--- src/rtl/shift_out_if.sv ---
// Handshake and serial-pin bundle between the CPU-side requester and the
// 74HC595-style chain driver.
interface shift_out_if;
   logic [31:0] data_in;
   logic        valid;
   logic        ready;
   logic        done;
   logic        sr_clk;
   logic        sr_data;
   logic        sr_latch;

   modport master (output data_in, valid,
                   input  ready, done, sr_clk, sr_data, sr_latch);
   modport slave  (input  data_in, valid,
                   output ready, done, sr_clk, sr_data, sr_latch);
endinterface

--- src/rtl/shift_out_driver.sv ---
// Bit-bangs an NBITS-wide word MSB first into a serial-in/parallel-out chain,
// then pulses the storage latch. All pin outputs are registered.
module shift_out_driver #(
   parameter int NBITS   = 32,
   parameter int CLK_DIV = 32
) (
   input logic        clk,
   input logic        reset,
   shift_out_if.slave bus
);
   localparam logic [1:0]  IDLE     = 2'd0;
   localparam logic [1:0]  SHIFT_LO = 2'd1;
   localparam logic [1:0]  SHIFT_HI = 2'd2;
   localparam logic [1:0]  LATCH    = 2'd3;
   localparam logic [15:0] DIV_LAST = 16'(CLK_DIV - 1);
   localparam logic [4:0]  IDX_LAST = 5'(NBITS - 1);

   logic [1:0]       state;
   logic [15:0]      cnt;
   logic [4:0]       idx;
   logic [NBITS-1:0] shreg;
   logic [NBITS-1:0] sh_next;
   logic             ready_q, done_q, clk_q, data_q, latch_q;

   assign sh_next = shreg << 1;

   always_ff @(posedge clk) begin
      if (reset) begin
         state   <= IDLE;
         cnt     <= '0;
         idx     <= '0;
         shreg   <= '0;
         ready_q <= 1'b1;
         done_q  <= 1'b0;
         clk_q   <= 1'b0;
         data_q  <= 1'b0;
         latch_q <= 1'b0;
      end else begin
         done_q <= 1'b0;
         case (state)
            IDLE: begin
               // ready is always high here, so valid alone means accept
               if (bus.valid) begin
                  shreg   <= bus.data_in[NBITS-1:0];
                  data_q  <= bus.data_in[NBITS-1];
                  idx     <= '0;
                  cnt     <= '0;
                  ready_q <= 1'b0;
                  state   <= SHIFT_LO;
               end
            end
            SHIFT_LO: begin
               if (cnt == DIV_LAST) begin
                  cnt   <= '0;
                  clk_q <= 1'b1;
                  state <= SHIFT_HI;
               end else begin
                  cnt <= cnt + 16'd1;
               end
            end
            SHIFT_HI: begin
               if (cnt == DIV_LAST) begin
                  cnt   <= '0;
                  clk_q <= 1'b0;
                  if (idx == IDX_LAST) begin
                     data_q  <= 1'b0;
                     latch_q <= 1'b1;
                     state   <= LATCH;
                  end else begin
                     // data moves only on the falling edge, giving a full
                     // half-period of setup before the next rising edge
                     shreg  <= sh_next;
                     data_q <= sh_next[NBITS-1];
                     idx    <= idx + 5'd1;
                     state  <= SHIFT_LO;
                  end
               end else begin
                  cnt <= cnt + 16'd1;
               end
            end
            default: begin
               if (cnt == DIV_LAST) begin
                  cnt     <= '0;
                  latch_q <= 1'b0;
                  ready_q <= 1'b1;
                  done_q  <= 1'b1;
                  state   <= IDLE;
               end else begin
                  cnt <= cnt + 16'd1;
               end
            end
         endcase
      end
   end

   assign bus.ready    = ready_q;
   assign bus.done     = done_q;
   assign bus.sr_clk   = clk_q;
   assign bus.sr_data  = data_q;
   assign bus.sr_latch = latch_q;
endmodule

--- src/flat_wrapper.sv ---
// flat-port wrapper written by rule: the top's interface ports become plain ports
module shift_out_driver_flat 
#(
   parameter int NBITS   = 32,
   parameter int CLK_DIV = 32
)
  (clk, reset, bus_data_in, bus_valid, bus_ready, bus_done, bus_sr_clk, bus_sr_data, bus_sr_latch);
  shift_out_if bus_i ();
  input logic clk;
  input logic reset;
  input wire logic [$bits(bus_i.data_in)-1:0] bus_data_in;
  input wire logic [$bits(bus_i.valid)-1:0] bus_valid;
  output wire logic [$bits(bus_i.ready)-1:0] bus_ready;
  output wire logic [$bits(bus_i.done)-1:0] bus_done;
  output wire logic [$bits(bus_i.sr_clk)-1:0] bus_sr_clk;
  output wire logic [$bits(bus_i.sr_data)-1:0] bus_sr_data;
  output wire logic [$bits(bus_i.sr_latch)-1:0] bus_sr_latch;
  assign bus_i.data_in = bus_data_in;
  assign bus_i.valid = bus_valid;
  assign bus_ready = bus_i.ready;
  assign bus_done = bus_i.done;
  assign bus_sr_clk = bus_i.sr_clk;
  assign bus_sr_data = bus_i.sr_data;
  assign bus_sr_latch = bus_i.sr_latch;
  shift_out_driver #(.NBITS(NBITS), .CLK_DIV(CLK_DIV)) u_core (.clk(clk), .reset(reset), .bus(bus_i));
endmodule
--- config.mk ---
export PLATFORM = sky130hd
export DESIGN_NAME = shift_out_driver_flat
export DESIGN_NICKNAME = d
export VERILOG_FILES = /design/src/rtl/shift_out_if.sv /design/src/rtl/shift_out_driver.sv /design/src/flat_wrapper.sv
export SDC_FILE = /design/constraint.sdc
export NUM_CORES = 1
export LEC_CHECK = 0
export CAP_MARGIN = 20
export CORE_ASPECT_RATIO = 0.5
export CORE_UTILIZATION = 23
export CTS_CLUSTER_SIZE = 25
export DETAILED_ROUTE_END_ITERATION = 8
export GPL_ROUTABILITY_DRIVEN = 0
export GPL_TIMING_DRIVEN = 0
export HOLD_SLACK_MARGIN = 0.15
export SETUP_SLACK_MARGIN = 0.5
export SLEW_MARGIN = 20
export SYNTH_ARGS = -nofsm -noshare
export SYNTH_HDL_FRONTEND = slang
export SYNTH_SLANG_ARGS = --single-unit
--- constraint.sdc ---
create_clock -name clk -period 2.3 [get_ports clk]
set_input_delay 0.69 -clock clk [delete_from_list [all_inputs] [get_ports clk]]
set_output_delay 0.69 -clock clk [all_outputs]
set_load 0.005 [all_outputs]
Figure 1. M3 wires.
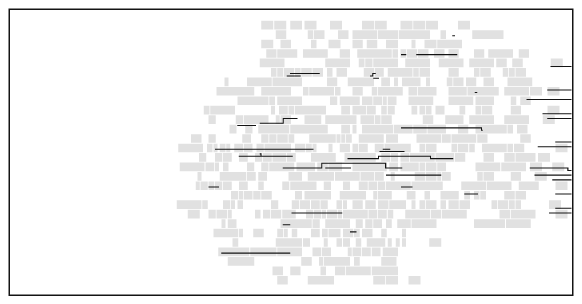
The longest straight run is 28.1 um. 30 nets have wire on it. The wires run mostly horizontal. The layer holds 3.8% of the routed length. The layer carries 357 um of wire.

Figure 2. Layout detail.
Region (61, 21) to (101, 61) um. Cells in grey, sequential cells in the stronger grey; small squares are vias.
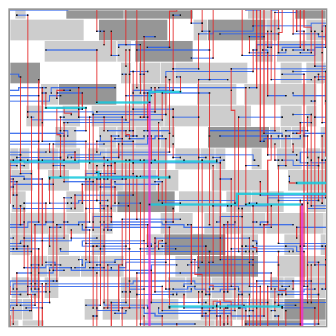
Key: magenta = met4; blue = met1; cyan = met3; red = met2
Netlist names of flops here include `u_core.cnt` (7). 109 logic cells have their middle in the window. Most frequent: nand4_1 (8), buf_4 (8), a31oi_1 (7). Sequential cells in the window: 10.

==> impl_metrics.yaml <==
# synthesis and place-and-route metrics
run_status:
  status: "finished, final reports clean"
synthesis:
  yosys_most_used_dff: "dfxtp_1"
  ys_sh_simple: 0.184
  yosysTopAreaCell: "dfxtp_1"
  synthArstFlopShare: 0
  yosysTopAreaCellShare: 0.403
  syn-num-nets: 381
  ys.flops: 59
  top_cells_by_area: "dfxtp_1 40%, a32oi_1 9.3%, o21ai_0 7.2%"
  synth-xor-area-share: 0.0119
  syn_inst: 340
  ys_area_um2: 2930
  edf_count: 0
  netlist_logic_family_top: "AND-OR/OR-AND gates"
  ys_seq_frac: 0.403
  ys_cells: 340
  synth.distinct_cells: 45
  yosysWarningCount: 0
  most_common_cell: "dfxtp_1"
  synth_area_um2: 2930
  synth-adder-area-share: 0.0256
  synthTopCellsByCount: "59 x dfxtp_1, 42 x o21ai_0, 36 x a21oi_1"
  ys_sh_mux: 0.0141
  ys_sh_aoi: 0.294
hold_path:
  min_path_cells: 2
  hold_path.class: "flop to flop"
  whs_endpoint: "u_core.shreg[2]"
worst_setup_path:
  crit_start: "u_core.idx[0]"
  cp.required_ns: 2.56
  path_delay_family: "simple AND/OR/NAND/NOR gates"
  critPathMaxFanout: 3
  worst-path-stages: 8
  crit_buf_inv: 1
  r2r_slack_ns: 0.26
  cp_common_cell: "ha_4"
  critical-path-max-stage-delay_ns: 0.49
  cp_cell_sequence: "ha_4, and3_4, ha_4, nor4_4, buf_4, nand4_1, or4_1, a31oi_1"
  end_kind: "flop"
  critical-path-slowest-cell: "or4_1"
  timing.rr.end: "u_core.idx[3]"
  path_class: "flop to flop"
  r2r-start: "u_core.idx[0]"
power_and_ir_drop:
  power_leader: "clock"
  p_comb_frac: 0.335
  irDropWorstVdd_uv: 387
  powerDensity_nw_per_um2: 900
  clkPwrFrac: 0.345
  p_seq_frac: 0.320
  leakagePower_nw: 1.56
  intPower_mw: 2.73
  pg_clk_mw: 1.42
  p_sw_frac: 0.338
  p_total_mw: 4.13
routing:
  top_layer: "met4"
  wl_per_cell_um: 16.0
  drt_iter0_drc: 253
  drc_errors: 0
  wl_met1_um: 4390
  met2_length_um: 4510
  firstDrtPassIters: 4
  ant_nets: 0
  routed_wirelength_um: 9400
  vias_per_cell: 5.19
  wl_met3_um: 356
finish:
  antenna_cells: 0
  final_cell_area_um2: 4580
  buffers: 98
  clk_share: 0.0677
  comb_area_frac: 0.401
  seq_area_um2: 1200
  instances_no_fill: 588
  regMostFlops: "u_core.shreg"
  seq_share: 0.262
  largest_class: "logic gates"
  syn_to_final_growth_pct: 56.2
  nClkBuffers: 11
  ff_count: 59
  logic_gates: 241
  comb_area_um2: 1840
  fin_util: 0.378
  inverters: 9
  final_cell_mix: "46 x dfxtp_1, 33 x a21oi_1, 32 x clkdlybuf4s50_1"
  fillers: 1198
  reg.largest.list: "u_core.shreg (31), u_core.cnt (16), u_core.idx (5)"
flow_run:
  cap_violations: 0
  warnings: 31
clocking:
  clock_latency_ns: 0.34
  worst_setup_hold_path_clk_slew_ns: 0.06
  max-clock-path-buffers: 2
  cts_root_buf: "clkbuf_16"
  cts-resized-gates: 111
  numClockSinks: 59
  cts_tree: "done"
  htree_levels: 3
  cts_hold_buf: 0
  cts_buffers: 9
  cts_setup_buffers: 8
floorplan:
  die_area_um2: 13200
  die_w_um: 162
  io_pins: 40
  fp_util: 0.242
  rows: 28
  core-area_um2: 12100
  tap_cells: 165
  fp.dieH_um: 81.9
timing:
  skew_ns: 0.0108
  fin_hold_ws_ns: 0.461
  slew_violations: 0
  worstMarginPinSlew_ns: 0.571
  period_needed_ns: 2.04
  clock.fmax_mhz: 491
  setup_viol: 0
  finalHoldViolCount: 0
  setup_ws_ns: 0.262
  max_slew_margin: 0.619
  rsz0062_at_grt: "yes"
global_route:
  antenna_found_initial: 0
  grt_util_met3: 0.0293
  grt.busiest_layer: "met2"
  grt_pass1_vias: 2885
  grt_max_degree: 11
  grtUsageMet2: 0.236
  grt_overflow: 0
  grt_first_pass_wirelength_um: 14900
  grt.met1_usage: 0.186
  grtUsageTotal: 0.144
place:
  placed_cell_area_um2: 3570
  place_ws_ns: -0.398
  io_buffers: 38
Figure 3. Clock wires, drivers and flops.
The bar under the picture is 50 um long.
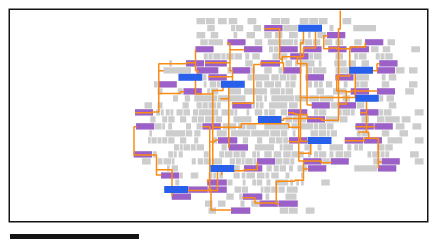
Key: blue = cells driving clock nets [count 9]; orange = clock wires [length 911 um]; purple = flip-flops [count 59]
There are 10 routed clock nets.

